Run 1, signal wires on met1:
Supply wires on this layer in gray.
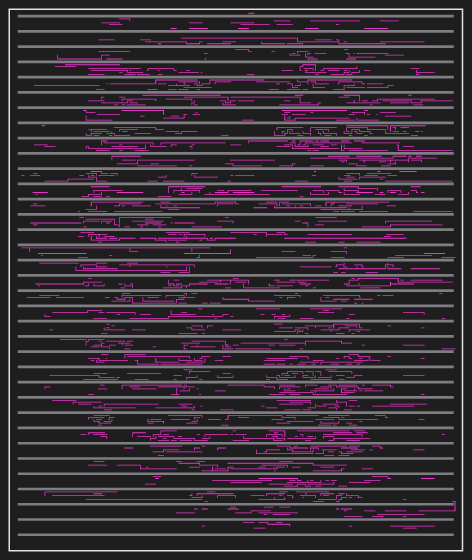
Run 1, the clock network:
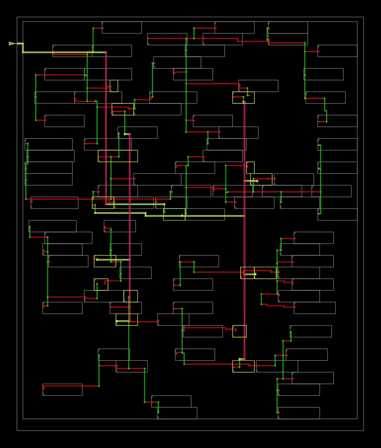
Run 1, supply network:
Pins as bars on the die edge.
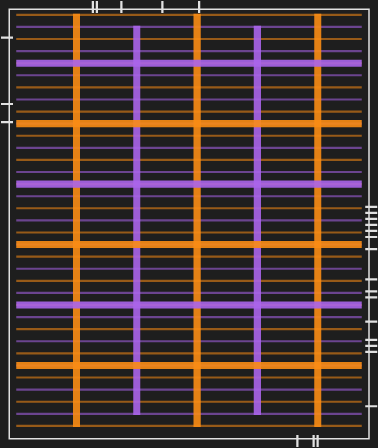
Run 1, where the registers sit:
Other sequential cells in the stronger gray, the rest of the logic in the fainter gray.
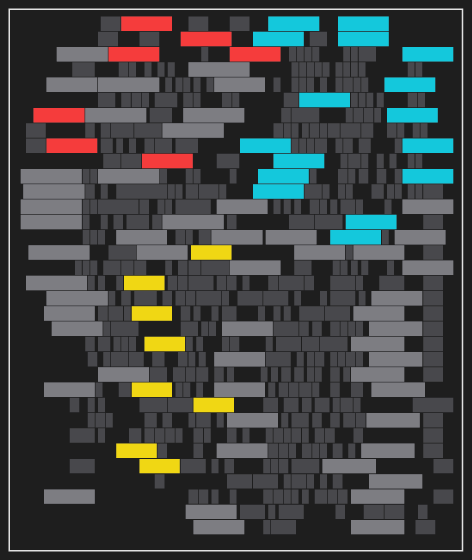
==> src/rtl/countdown_display.sv <==
// countdown_display
//   Scans a two-digit countdown value, a phase indicator and a blank digit
//   onto a 4-digit, common-anode seven-segment display. It also drives the
//   red/yellow/green lamps.
//
//   The binary seconds value goes through a one-cycle capture stage. It is
//   then clamped to 99 and converted to BCD by a double-dabble FSM
//   (IDLE -> SHIFT x7 -> LOAD). The conversion runs only when the value
//   differs from the last one converted. A prescaler sets the digit scan
//   rate.
//
//   Latency: a value sampled on capture edge k reaches tens/units on edge
//   k+9. Edge k+1 is the IDLE decision, edges k+2..k+8 are the seven shifts,
//   and edge k+9 is LOAD.
//
// Ports
//   CLK     in   1  clock, rising edge
//   RST_N   in   1  asynchronous active-low reset
//   En      in   1  countdown running; when low, the number digits show "-"
//                   and the lamps are off
//   Q       in   7  remaining seconds, binary; values above 99 show as 99
//   select  in   2  phase: 00 green, 01 yellow, 11 red, 10 illegal
//   SEG     out  7  {g,f,e,d,c,b,a}, active-low, registered
//   AN      out  4  digit enables, active-low one-hot, AN[0] rightmost
//   LIGHT   out  3  {red,yellow,green}, active-high, registered
module countdown_display #(
  parameter logic [15:0] SCAN_DIV = 16'd50000
) (
  input  logic       CLK,
  input  logic       RST_N,
  input  logic       En,
  input  logic [6:0] Q,
  input  logic [1:0] select,
  output logic [6:0] SEG,
  output logic [3:0] AN,
  output logic [2:0] LIGHT
);

  localparam logic [1:0]  ST_IDLE   = 2'b00;
  localparam logic [1:0]  ST_SHIFT  = 2'b01;
  localparam logic [1:0]  ST_LOAD   = 2'b10;
  localparam logic [2:0]  SH_LAST   = 3'd6;
  localparam logic [6:0]  SEG_DASH  = 7'b0111111;
  localparam logic [6:0]  SEG_BLANK = 7'b1111111;
  localparam logic [15:0] SCAN_LAST = SCAN_DIV - 16'd1;

  function automatic logic [6:0] sat99(input logic [6:0] v);
    return (v > 7'd99) ? 7'd99 : v;
  endfunction

  // Double-dabble correction: any BCD nibble of 5 or more gets +3 before
  // the shift, so that it carries correctly into the next decade.
  function automatic logic [7:0] bcd_adjust(input logic [7:0] bcd);
    logic [3:0] hi;
    logic [3:0] lo;
    hi = (bcd[7:4] >= 4'd5) ? bcd[7:4] + 4'd3 : bcd[7:4];
    lo = (bcd[3:0] >= 4'd5) ? bcd[3:0] + 4'd3 : bcd[3:0];
    return {hi, lo};
  endfunction

  function automatic logic [6:0] seg_encode(input logic [3:0] d);
    logic [6:0] s;
    case (d)
      4'd0:    s = 7'b1000000;
      4'd1:    s = 7'b1111001;
      4'd2:    s = 7'b0100100;
      4'd3:    s = 7'b0110000;
      4'd4:    s = 7'b0011001;
      4'd5:    s = 7'b0010010;
      4'd6:    s = 7'b0000010;
      4'd7:    s = 7'b1111000;
      4'd8:    s = 7'b0000000;
      4'd9:    s = 7'b0010000;
      default: s = SEG_BLANK;
    endcase
    return s;
  endfunction

  function automatic logic [6:0] phase_seg(input logic [1:0] sel);
    logic [6:0] s;
    case (sel)
      2'b00:   s = seg_encode(4'd1);
      2'b01:   s = seg_encode(4'd2);
      2'b11:   s = seg_encode(4'd3);
      default: s = SEG_DASH;
    endcase
    return s;
  endfunction

  function automatic logic [2:0] lamp(input logic en, input logic [1:0] sel);
    logic [2:0] l;
    if (!en) begin
      l = 3'b000;
    end else begin
      case (sel)
        2'b00:   l = 3'b001;
        2'b01:   l = 3'b010;
        2'b11:   l = 3'b100;
        default: l = 3'b000;
      endcase
    end
    return l;
  endfunction

  logic       en_p0;
  logic [6:0] q_p0;
  logic [1:0] sel_p0;

  // ---- stage p0: input capture ----
  always_ff @(posedge CLK or negedge RST_N) begin
    if (!RST_N) begin
      en_p0  <= 1'b0;
      q_p0   <= 7'd0;
      sel_p0 <= 2'b00;
    end else begin
      en_p0  <= En;
      q_p0   <= Q;
      sel_p0 <= select;
    end
  end

  logic [6:0] q_sat_p0;
  assign q_sat_p0 = sat99(q_p0);

  logic [1:0] state;
  logic [2:0] sh_cnt;
  logic [7:0] scr_bcd;
  logic [6:0] scr_bin;
  logic [6:0] conv_val;
  logic [3:0] tens_r;
  logic [3:0] units_r;
  logic [6:0] last_r;
  logic       start;
  logic [7:0] bcd_adj;

  // The comparison is made only in IDLE. A new Q that arrives mid-conversion
  // is picked up in the first IDLE cycle after LOAD.
  assign start   = (state == ST_IDLE) && (q_sat_p0 != last_r);
  assign bcd_adj = bcd_adjust(scr_bcd);

  // ---- converter: BCD FSM control and result registers ----
  always_ff @(posedge CLK or negedge RST_N) begin
    if (!RST_N) begin
      state   <= ST_IDLE;
      sh_cnt  <= 3'd0;
      tens_r  <= 4'd0;
      units_r <= 4'd0;
      last_r  <= 7'd0;
    end else begin
      case (state)
        ST_IDLE: begin
          sh_cnt <= 3'd0;
          if (start) begin
            state <= ST_SHIFT;
          end
        end
        ST_SHIFT: begin
          sh_cnt <= sh_cnt + 3'd1;
          if (sh_cnt == SH_LAST) begin
            state <= ST_LOAD;
          end
        end
        ST_LOAD: begin
          tens_r  <= scr_bcd[7:4];
          units_r <= scr_bcd[3:0];
          last_r  <= conv_val;
          state   <= ST_IDLE;
        end
        default: state <= ST_IDLE;
      endcase
    end
  end

  // Scratch datapath. It is always loaded on start before it is read, so it
  // carries no reset.
  always_ff @(posedge CLK) begin
    if (start) begin
      scr_bcd  <= 8'd0;
      scr_bin  <= q_sat_p0;
      conv_val <= q_sat_p0;
    end else if (state == ST_SHIFT) begin
      {scr_bcd, scr_bin} <= {bcd_adj[6:0], scr_bin, 1'b0};
    end
  end

  logic [15:0] pre_cnt;
  logic [1:0]  dig_idx;
  logic        tick;

  assign tick = (pre_cnt == SCAN_LAST);

  // ---- scan: prescaler and digit index ----
  always_ff @(posedge CLK or negedge RST_N) begin
    if (!RST_N) begin
      pre_cnt <= 16'd0;
      dig_idx <= 2'd0;
    end else begin
      pre_cnt <= tick ? 16'd0 : pre_cnt + 16'd1;
      dig_idx <= dig_idx + {1'b0, tick};
    end
  end

  logic [6:0] seg_nxt;

  always_comb begin
    seg_nxt = SEG_BLANK;
    case (dig_idx)
      2'd0: seg_nxt = en_p0 ? seg_encode(units_r) : SEG_DASH;
      2'd1: begin
        if (!en_p0) begin
          seg_nxt = SEG_DASH;
        end else if (tens_r == 4'd0) begin
          seg_nxt = SEG_BLANK;
        end else begin
          seg_nxt = seg_encode(tens_r);
        end
      end
      2'd2:    seg_nxt = phase_seg(sel_p0);
      default: seg_nxt = SEG_BLANK;
    endcase
  end

  // ---- stage p1: registered display and lamp outputs ----
  always_ff @(posedge CLK or negedge RST_N) begin
    if (!RST_N) begin
      SEG   <= SEG_BLANK;
      AN    <= 4'b1111;
      LIGHT <= 3'b000;
    end else begin
      SEG   <= seg_nxt;
      AN    <= ~(4'b0001 << dig_idx);
      LIGHT <= lamp(en_p0, sel_p0);
    end
  end

endmodule

==> config.mk <==
export PLATFORM = sky130hd
export DESIGN_NAME = countdown_display
export DESIGN_NICKNAME = d
export VERILOG_FILES = /design/src/rtl/countdown_display.sv
export SDC_FILE = /design/constraint.sdc
export NUM_CORES = 1
export LEC_CHECK = 0
export ABC_AREA = 1
export ABC_CLOCK_PERIOD_IN_PS = 2500
export CAP_MARGIN = 20
export CORE_ASPECT_RATIO = 1.2
export CORE_UTILIZATION = 55
export DETAILED_ROUTE_END_ITERATION = 10
export GPL_ROUTABILITY_DRIVEN = 0
export PLACE_DENSITY = 0.75
export SLEW_MARGIN = 10
export SYNTH_ARGS = -nofsm -noshare
export SYNTH_HDL_FRONTEND = slang
export SYNTH_SLANG_ARGS = --single-unit
==> constraint.sdc <==
create_clock -name CLK -period 2.5 [get_ports CLK]
set_clock_uncertainty 0.05 [all_clocks]
set_input_delay 0.375 -clock CLK [delete_from_list [all_inputs] [get_ports CLK]]
set_output_delay 0.375 -clock CLK [all_outputs]
set_load 0.005 [all_outputs]
==> metrics.cfg, run 1 <==
[outcome]
outcome = finished, final reports clean

[grt]
antenna_found_initial = 0
grt_pass1_wl_mm = 12.2
first_global_vias = 2862
grtUsageTotal_pct = 20.7
grt_remaining_overflow = 0

[cells_and_area]
num-fill-cells = 593
area_growth_pct = 14.2
largest_class = sequential cells
clock_buffers = 10
nonClkBufAreaFrac_pct = 6.40
nNonClkBuffers = 30
comb_area_share_pct = 34.9
comb_cells = 287
seq_share_pct = 46.1
final-clk-cell-share_pct = 4.17

[critical_path]
reg2reg_to = dig_idx[1]$_DFF_PN0_
worstSetupPathType = flip-flop to flip-flop
reg2regPathDepth = 9
crit_path_top_delay_cell = dfrtp_1
start_kind = flip-flop
critical-path-max-stage-delay_ns = 0.41

[yosys]
synth_xor_xnor_area_share_pct = 1.72
yosys.area.top_type = dfrtp_1
syn_nets = 485
common_cells = nand2_1 (79), inv_1 (69), dfrtp_1 (51)
topCombFamilyByArea = simple AND/OR/NAND/NOR gates
ff_type = dfrtp_1
synth.distinct_cells = 39
netlist_area_sq_um = 4080
ys.flops = 84
ys_sh_aoi_pct = 9.67
synthCells = 450
ys_area_sq_um = 4080
seq_area_frac_synth_pct = 52.7
avgSynthCellArea_sq_um = 9.06
yosys_warnings = 0

[clocking]
cts_tree = built
clockBufferDepth = 2
cts_hold_buf = 1
root_buffer = clkbuf_8
cts_resized = 0
clk_latency_ns = 0.36

[final_timing]
finalClockPeriodUsage_pct = 76.0
final.setup.worst_slack_ns = 0.599
max_freq_ghz = 0.526
relSlewSlack_pct = 64.1
slew_violations = 0
hold_violations = 0

[hold_path]
min_delay_path_depth = 1

[pwr]
p_leak_nw = 2.23
swShare_pct = 36.0
p_seq_share_pct = 45.7
powerDensity_nw_per_um2 = 951
clkPwrFrac_pct = 20.9
finalPower_w = 0.00443

[detailed_routing]
firstDrtPassIters = 4
wire_per_inst_um = 12.4
drc = 0

[floorplanning]
initCoreUtil_pct = 56.7
die-area_sq_um = 7760
taps = 90

About 'signal wires on met1':
share of all routed wire: 44%
main direction: horizontal
nets with wire on the layer: 466
wire length on this layer: 3160 um
longest straight run: 33.6 um
final WL: 7.19 mm
via count: 2959
M1 GR Usage: 24.0%

About 'the clock network':
CTS sink count: 84
CTS Buf Count: 9

About 'supply network':
[VSS] orange
[VDD] purple
signal pins: 26
rows: 34
met4 straps: 5
Core Region: 7190 sq um
die width: 80.6 um
chip height: 96.3 um
peak supply drop: 0.587 mV

About 'where the registers sit':
[q_p0] red | placed flops: 7
[pre_cnt] cyan | placed flops: 16 | where: top right
[scr_bcd] yellow | placed flops: 8
final core occ: 64.7%
Flop area: 2150 sq um
P_seq: 0.00202 W

## run 1: metrics by stage
stage	hold slack (ns)	utilization [%]	cells
2_1_floorplan	0.0294	-	450
5_1_grt	0.396	64.7	580
3_5_place_dp	0.337	61.9	563
3_3_place_gp	0.331	61.9	563
4_1_cts	0.381	64.7	580
6_report	0.398	64.7	580
## run 1: per-layer routing
metal | routed length, um | vias to the layer above | GRT usage [%]
met3 | 192 | 17 | 3.79
met5 | 0 | - | 0
met4 | 197 | 0 | 11.3
met2 | 3640 | 45 | 36.2
li1 | - | 1503 | -
met1 | 3160 | 1394 | 24.0
## run 1: placed cells by master, fill, tap and decap left out, types with 3 or more instances in the layout
cell type,count
dfstp_2,11
clkdlybuf4s50_1,24
nor3_1,9
xor2_1,6
edfxtp_1,14
buf_4,3
a31oi_1,3
clkinv_4,3
nor2_2,8
nand4_1,4
dfrtp_1,51
nand2_1,79
nand3_1,15
ha_1,23
clkbuf_8,9
o21ai_0,42
a21oi_1,23
inv_1,69
mux2_2,3
nor2_4,4
nor2_1,45
dfxtp_1,8
## run 1: power groups by stage
stage / sequential [W] / combinational (W) / clock, W
after floorplan: 0.00199 / 0.00110 / 0
after global placement: 0.00204 / 0.00143 / 0
after detailed placement: 0.00205 / 0.00149 / 0
after CTS: 0.00202 / 0.00150 / 0.000950
after global routing: 0.00207 / 0.00171 / 0.00101
final: 0.00202 / 0.00148 / 0.000924
## run 1: state kept, by name (all words and copies together) (netlist names)
signal,count
sh_cnt,3
SEG,7
tens_r,4
last_r,7
en_p0,1
scr_bin,7
conv_val,7
state,2
dig_idx,2
units_r,4
pre_cnt,16
q_p0,7
LIGHT,3
sel_p0,2
scr_bcd,8
AN,4
Run 1, logic cells by family:
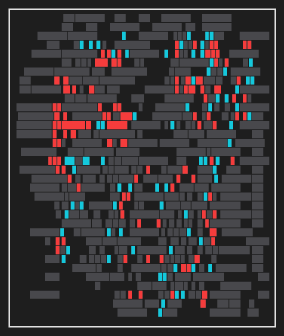

==> run 1 -> run 2 <==
--- a/config.mk
+++ b/config.mk
@@ -6,7 +6,7 @@
 export NUM_CORES = 1
 export LEC_CHECK = 0
 export ABC_AREA = 1
-export ABC_CLOCK_PERIOD_IN_PS = 2500
+export ABC_CLOCK_PERIOD_IN_PS = 1900
 export CAP_MARGIN = 20
 export CORE_ASPECT_RATIO = 1.2
 export CORE_UTILIZATION = 55
==> constraint.sdc (replaced) <==
create_clock -name CLK -period 1.9 [get_ports CLK]
set_clock_uncertainty 0.05 [all_clocks]
set_input_delay 0.285 -clock CLK [delete_from_list [all_inputs] [get_ports CLK]]
set_output_delay 0.285 -clock CLK [all_outputs]
set_load 0.005 [all_outputs]
Run 2, logic cells by family:
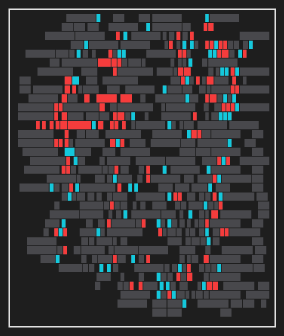
[inv cells] cyan | cells: 73
[nand cells] red | cells: 104 | where: all over the die
dominant logic cell type in the layout: nand2_1
Non-Filler Instances: 581
Comb area share: 34.8%

==> run 2 against run 1 <==
Effect of this change:
- utilization up 0.84 points
- clock-buffer cell count rose by 2
- maximum frequency up 8.0%
- wire length shrank 3.6%
- clock power rose by 54%
- register-to-register slack worse by 0.46 ns
- cell count grew 0.17%
- global-route usage shrank 0.58 points
- via count rose by 1.6%
- non-clock buffer count grew 1
- critical path type unchanged
==> metrics.cfg, run 2 <==
[detailed_routing]
wl_met3_um = 202
firstDrtPassIters = 4
wl_met1_mm = 3.04
ant_nets = 0
routed.top_layer = met4
drc = 0
num_vias = 3007
routed_wl_mm = 6.93
wl_met2_mm = 3.51
wire_per_inst_um = 11.9

[grt]
global_route.usage.met3_pct = 4.93
first_global_vias = 2779
antenna_found_initial = 0
grt_remaining_overflow = 0
use_met2_pct = 33.8
grt_pass1_wl_mm = 11.8
grtUsageTotal_pct = 20.2
grt_util_met1_pct = 24.5
grt.busiest_layer = met2

[yosys]
ff_type = dfrtp_1
ys.flops = 84
synth.distinct_cells = 39
seq_area_frac_synth_pct = 52.7
common_cells = nand2_1 (79), inv_1 (69), dfrtp_1 (51)
synth_top_area_share_pct = 31.3
syn_nets = 485
ys_area_sq_um = 4080
top_cell = nand2_1
avgSynthCellArea_sq_um = 9.06
ys_cells = 450
yosys_warnings = 0
yosys.area.top_type = dfrtp_1
netlist_area_sq_um = 4080
synthCells = 450

[floorplanning]
die-area_sq_um = 7760
io_pins = 26
die_h_um = 96.3
coreArea_sq_um = 7190
row_count = 34
dieWidth_um = 80.6
initCoreUtil_pct = 56.7

[cells_and_area]
drive_above_1_share_pct = 12.8
top_register = pre_cnt
design_area_sq_um = 4710
insertedDiodeCount = 0
largestRegisters = pre_cnt: 16 flops, scr_bcd: 8 flops
area_growth_pct = 15.7
largest_reg_flops = 16
final_cell_mix = nand2_1 (77), inv_1 (68), dfrtp_1 (51)
final_util_pct = 65.6

[critical_path]
start_kind = flip-flop
crit_start = q_p0[5]$_DFF_PN0_
worstPathArrival_ns = 1.76
ff2ff_setup_slack_ns = 0.14
crit_end = conv_val[2]$_DFFE_PP_
reg2regPathDepth = 8
regToRegStartpoint = q_p0[5]$_DFF_PN0_
worstSetupPathType = flip-flop to flip-flop
end_kind = flip-flop
reg2reg_to = conv_val[2]$_DFFE_PP_

[pwr]
clkPwrFrac_pct = 23.5
swShare_pct = 34.0
clk-power_w = 0.00142
pg_comb_w = 0.00194
top_power_group = sequential cells
p_seq_share_pct = 44.2
p_leak_nw = 2.25
seq-power_w = 0.00266
powerDensity_nw_per_um2 = 1280
p_int_w = 0.00398

[final_timing]
slew_violations = 0
relSlewSlack_pct = 70.3
finalClockPeriodUsage_pct = 92.7
hold_violations = 0
max_freq_ghz = 0.568
rsz0062_at_grt = false

[placement]
post-dp-hpwl_mm = 4.90

[clocking]
clk_latency_ns = 0.35
clk_pin_slew_ns = 0.08
clock_sinks = 84
root_buffer = clkbuf_8
cts_buffers = 9
cts_tree = built
clockBufferDepth = 2

[hold_path]
min_delay_path_depth = 1

[flow_run]
cap_violations = 0

[outcome]
outcome = finished, final reports clean

Run 2, supply network:
Pins as bars on the die edge.
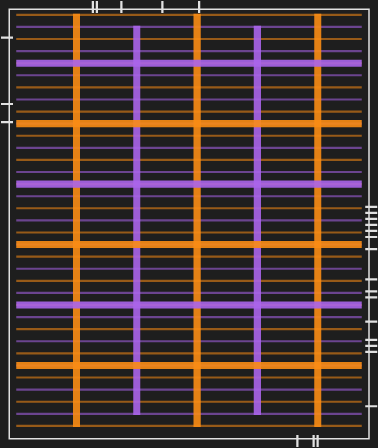
[VSS] orange
[VDD] purple
rows: 34
met4 straps: 5
peak supply drop: 0.913 mV

==> run 2: worst max-delay path, stage by stage (launching register included) <==
cell and delay (ns):
dfrtp_1 0.43, nand2_2 0.10, inv_4 0.06, nor2_4 0.11, xor2_1 0.25, nor2_4 0.07, nand3_4 0.12, nand2_8 0.10
inv_6 0.18
==> run 2: how the worst min path moves through the flow <==
stage               startpoint                    end
floorplan                RST_N     LIGHT[0]$_DFF_PN0_
global placement         RST_N  tens_r[2]$_DFFE_PN0N_
detailed placement       RST_N  tens_r[0]$_DFFE_PN0N_
CTS                       Q[6]      q_p0[6]$_DFF_PN0_
global route              Q[3]      q_p0[3]$_DFF_PN0_
finish                    Q[6]      q_p0[6]$_DFF_PN0_
==> run 2: kinds of logic (layout without fill, tap and decap cells) <==
family	Yosys count	count (layout)	synth area share (%)
xor+xnor	8	8	1.72
buf+inv	79	120	7.52
compound gates	75	75	9.67
simple gates	178	178	20.5
flops	84	84	52.7
fa+ha+maj	23	23	7.06
mux	3	3	0.829
==> run 2: repair_timing <==
| item | 4_1_cts | 5_1_grt |
|---|---|---|
| hold buffers | 1 | 0 |
| setup buffers | 0 | 0 |
| resized | 0 | 7 |
| hold endpoints to repair | 51 | 0 |
| setup endpoints to repair | 0 | 10 |
==> run 2: final cells by class <==
cell class | instances | area, sq um
fill | 587 | 2470
sequential | 84 | 2150
multi-input combinational | 287 | 1640
timing repair buffer | 31 | 305
inverter | 73 | 282
clock buffer | 12 | 155
tap | 90 | 113
clock inverter | 4 | 71.3
==> run 2: stage by stage <==
stage	instances	hold WS (ns)	power, W	setup WS [ns]
finish	581	0.325	0.00602	0.139
global route	581	0.308	0.00651	0.00823
CTS	581	0.310	0.00607	0.0258
detailed placement	564	0.271	0.00463	0.0400
global placement	564	0.269	0.00456	0.107
floorplan	450	-0.0606	0.00407	0.167
Run 2, the clock network:
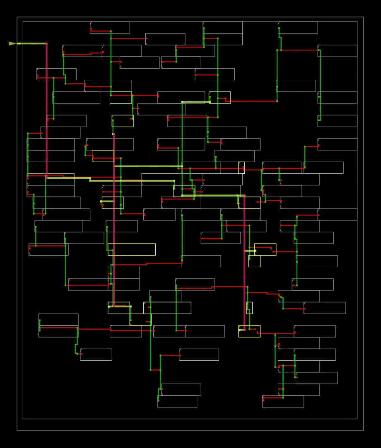

==> run 2 -> run 3 <==
--- a/config.mk
+++ b/config.mk
@@ -5,7 +5,7 @@
 export SDC_FILE = /design/constraint.sdc
 export NUM_CORES = 1
 export LEC_CHECK = 0
-export ABC_AREA = 1
+export ABC_AREA = 0
 export ABC_CLOCK_PERIOD_IN_PS = 1900
 export CAP_MARGIN = 20
 export CORE_ASPECT_RATIO = 1.2
Run 3, the clock network:
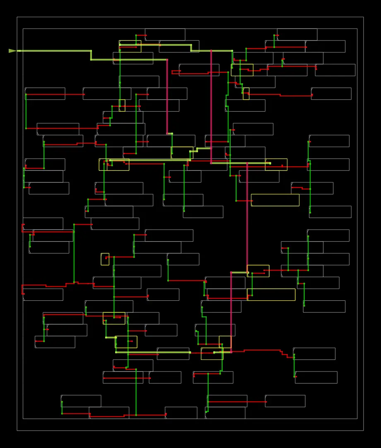
clock buf count: 11
flop count: 84
clk latency late pin: 0.36 ns
P_clk: 0.00137 W

Run 3, signal wires on met1:
Supply wires on this layer in gray.
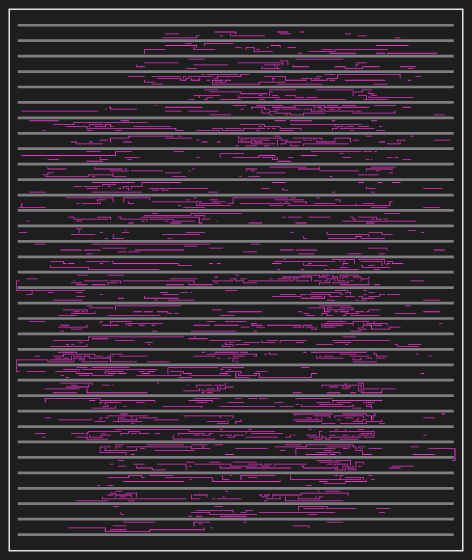
share of all routed wire: 42%
wire length on this layer: 3010 um

==> run 3 against run 2 <==
Effect of this change:
- the flow now finishes with violations (setup timing)
- sequential share of layout area decreased by 0.84 points
- global-route usage increased by 1.6 points
- combinational power grew 11%
- die size down 2.3%
- via count is 7.2% lower
- largest cell class unchanged
- highest routed layer unchanged
==> metrics.cfg, run 3 <==
[outcome]
outcome = complete, but fails checks
failed_checks = setup timing

[cells_and_area]
logic_area_sq_um = 1780
seq_area_sq_um = 2150
seq_share_pct = 44.7
comb_area_share_pct = 37.1
area_growth_pct = 20.8
instances_no_fill = 504
final-clk-cell-share_pct = 4.35
comb_cells = 246
drive_above_1_share_pct = 22.8
layout_top_cell = dfrtp_1
nNonClkBuffers = 52
largest_class = sequential cells
insertedDiodeCount = 0

[pwr]
p_leak_nw = 2.10
powerDensity_nw_per_um2 = 1290

[floorplanning]
dieWidth_um = 79.6
die_h_um = 95.2
die-area_sq_um = 7580

[placement]
dpl.cell_count = 484
dpl_worst_slack_ns = -0.412

[final_timing]
finalClockPeriodUsage_pct = 119
max_freq_ghz = 0.442
hold_violations = 0
slew_violations = 0
setup_viol = 30
final.setup.worst_slack_ns = -0.364
rsz0062_at_grt = true

[critical_path]
regToRegStartpoint = q_p0[4]$_DFF_PN0_
path_cells = o311a_4 > or3_4 > a211oi_4 > a311oi_4 > mux2_2
worstPathArrival_ns = 2.32
crit_path_top_delay_cell = o311a_4
reg2regPathDepth = 5
worstSetupPathType = flip-flop to flip-flop
end_kind = flip-flop
ff2ff_setup_slack_ns = -0.36

[detailed_routing]
firstDrtPassIters = 4
ant_nets = 0
num_vias = 2790

[yosys]
netlist_area_sq_um = 3980
yosys_warnings = 0
seq_area_frac_synth_pct = 53.9
common_cells = dfrtp_1 (51), nand2_1 (32), o21ai_0 (31)
avgSynthCellArea_sq_um = 11.0
synthCells = 362
synth_top_area_share_pct = 32.1
yosys.area.top_type = dfrtp_1
synth.distinct_cells = 55
ys.flops = 84

[clocking]
cts_buffers = 9
clockBufferDepth = 2
clk_pin_slew_ns = 0.08
clock_sinks = 84
cts_resized = 23
post-cts-setup-buffers = 1
cts_hold_buf = 1

[flow_run]
cap_violations = 0

[grt]
grtUsageTotal_pct = 21.8
grt_remaining_overflow = 0
first_global_vias = 2826

[hold_path]
hold_path.startpoint = Q[5]
hold_end = q_p0[5]$_DFF_PN0_

-- run 3: netlist changes by cell type after synthesis, sizes merged, moves of 5 or more --
cell / before / now
inv: 71 / 18
nand2: 83 / 32
nor2: 57 / 26
mux2: 3 / 15
o21ai: 42 / 31
clkbuf: 4 / 12
xor2: 6 / 14
and2: 1 / 8
nor3: 11 / 4
a21oi: 23 / 17
nand2b: 0 / 6
nand3: 17 / 11
and3: 0 / 5
xnor2: 2 / 7
-- run 3: kinds of logic after synthesis --
logic type,count (synthesis),synth area share (%)
fa+ha+maj,23,7.23
mux,19,5.25
flops,84,53.9
buf+inv,32,3.21
xor+xnor,21,4.62
simple gates,113,14.5
compound gates,70,11.3
-- run 3: worst max path at each step --
stage,cells after the start,slack (ns),from,end
after detailed placement,5,-0.41,q_p0[4]$_DFF_PN0_,scr_bin[3]$_DFFE_PP_
after global placement,5,-0.35,q_p0[4]$_DFF_PN0_,scr_bin[3]$_DFFE_PP_
final,5,-0.36,q_p0[4]$_DFF_PN0_,scr_bin[3]$_DFFE_PP_
after CTS,5,-0.35,q_p0[4]$_DFF_PN0_,scr_bin[3]$_DFFE_PP_
after global routing,4,-0.42,q_p0[4]$_DFF_PN0_,scr_bin[3]$_DFFE_PP_
after floorplan,4,-0.46,q_p0[4]$_DFF_PN0_,scr_bin[1]$_DFFE_PP_
-- run 3: layer usage --
| layer | share of wire (%) | global-route usage, % | up-vias |
|---|---|---|---|
| li1 | - | - | 1355 |
| met1 | 42 | 24.7 | 1347 |
| met2 | 53 | 38.5 | 71 |
| met3 | 3.6 | 4.69 | 17 |
| met4 | 2.2 | 10.8 | 0 |
| met5 | 0 | 0 | - |
-- run 3: power by group --
part	switching [W]	total [W]	internal [W]
logic	0.00104	0.00216	0.00111
registers	0.000345	0.00269	0.00234
clock network	0.000628	0.00137	0.000737
No activity file was given, so power comes from the tool's default toggle rates.
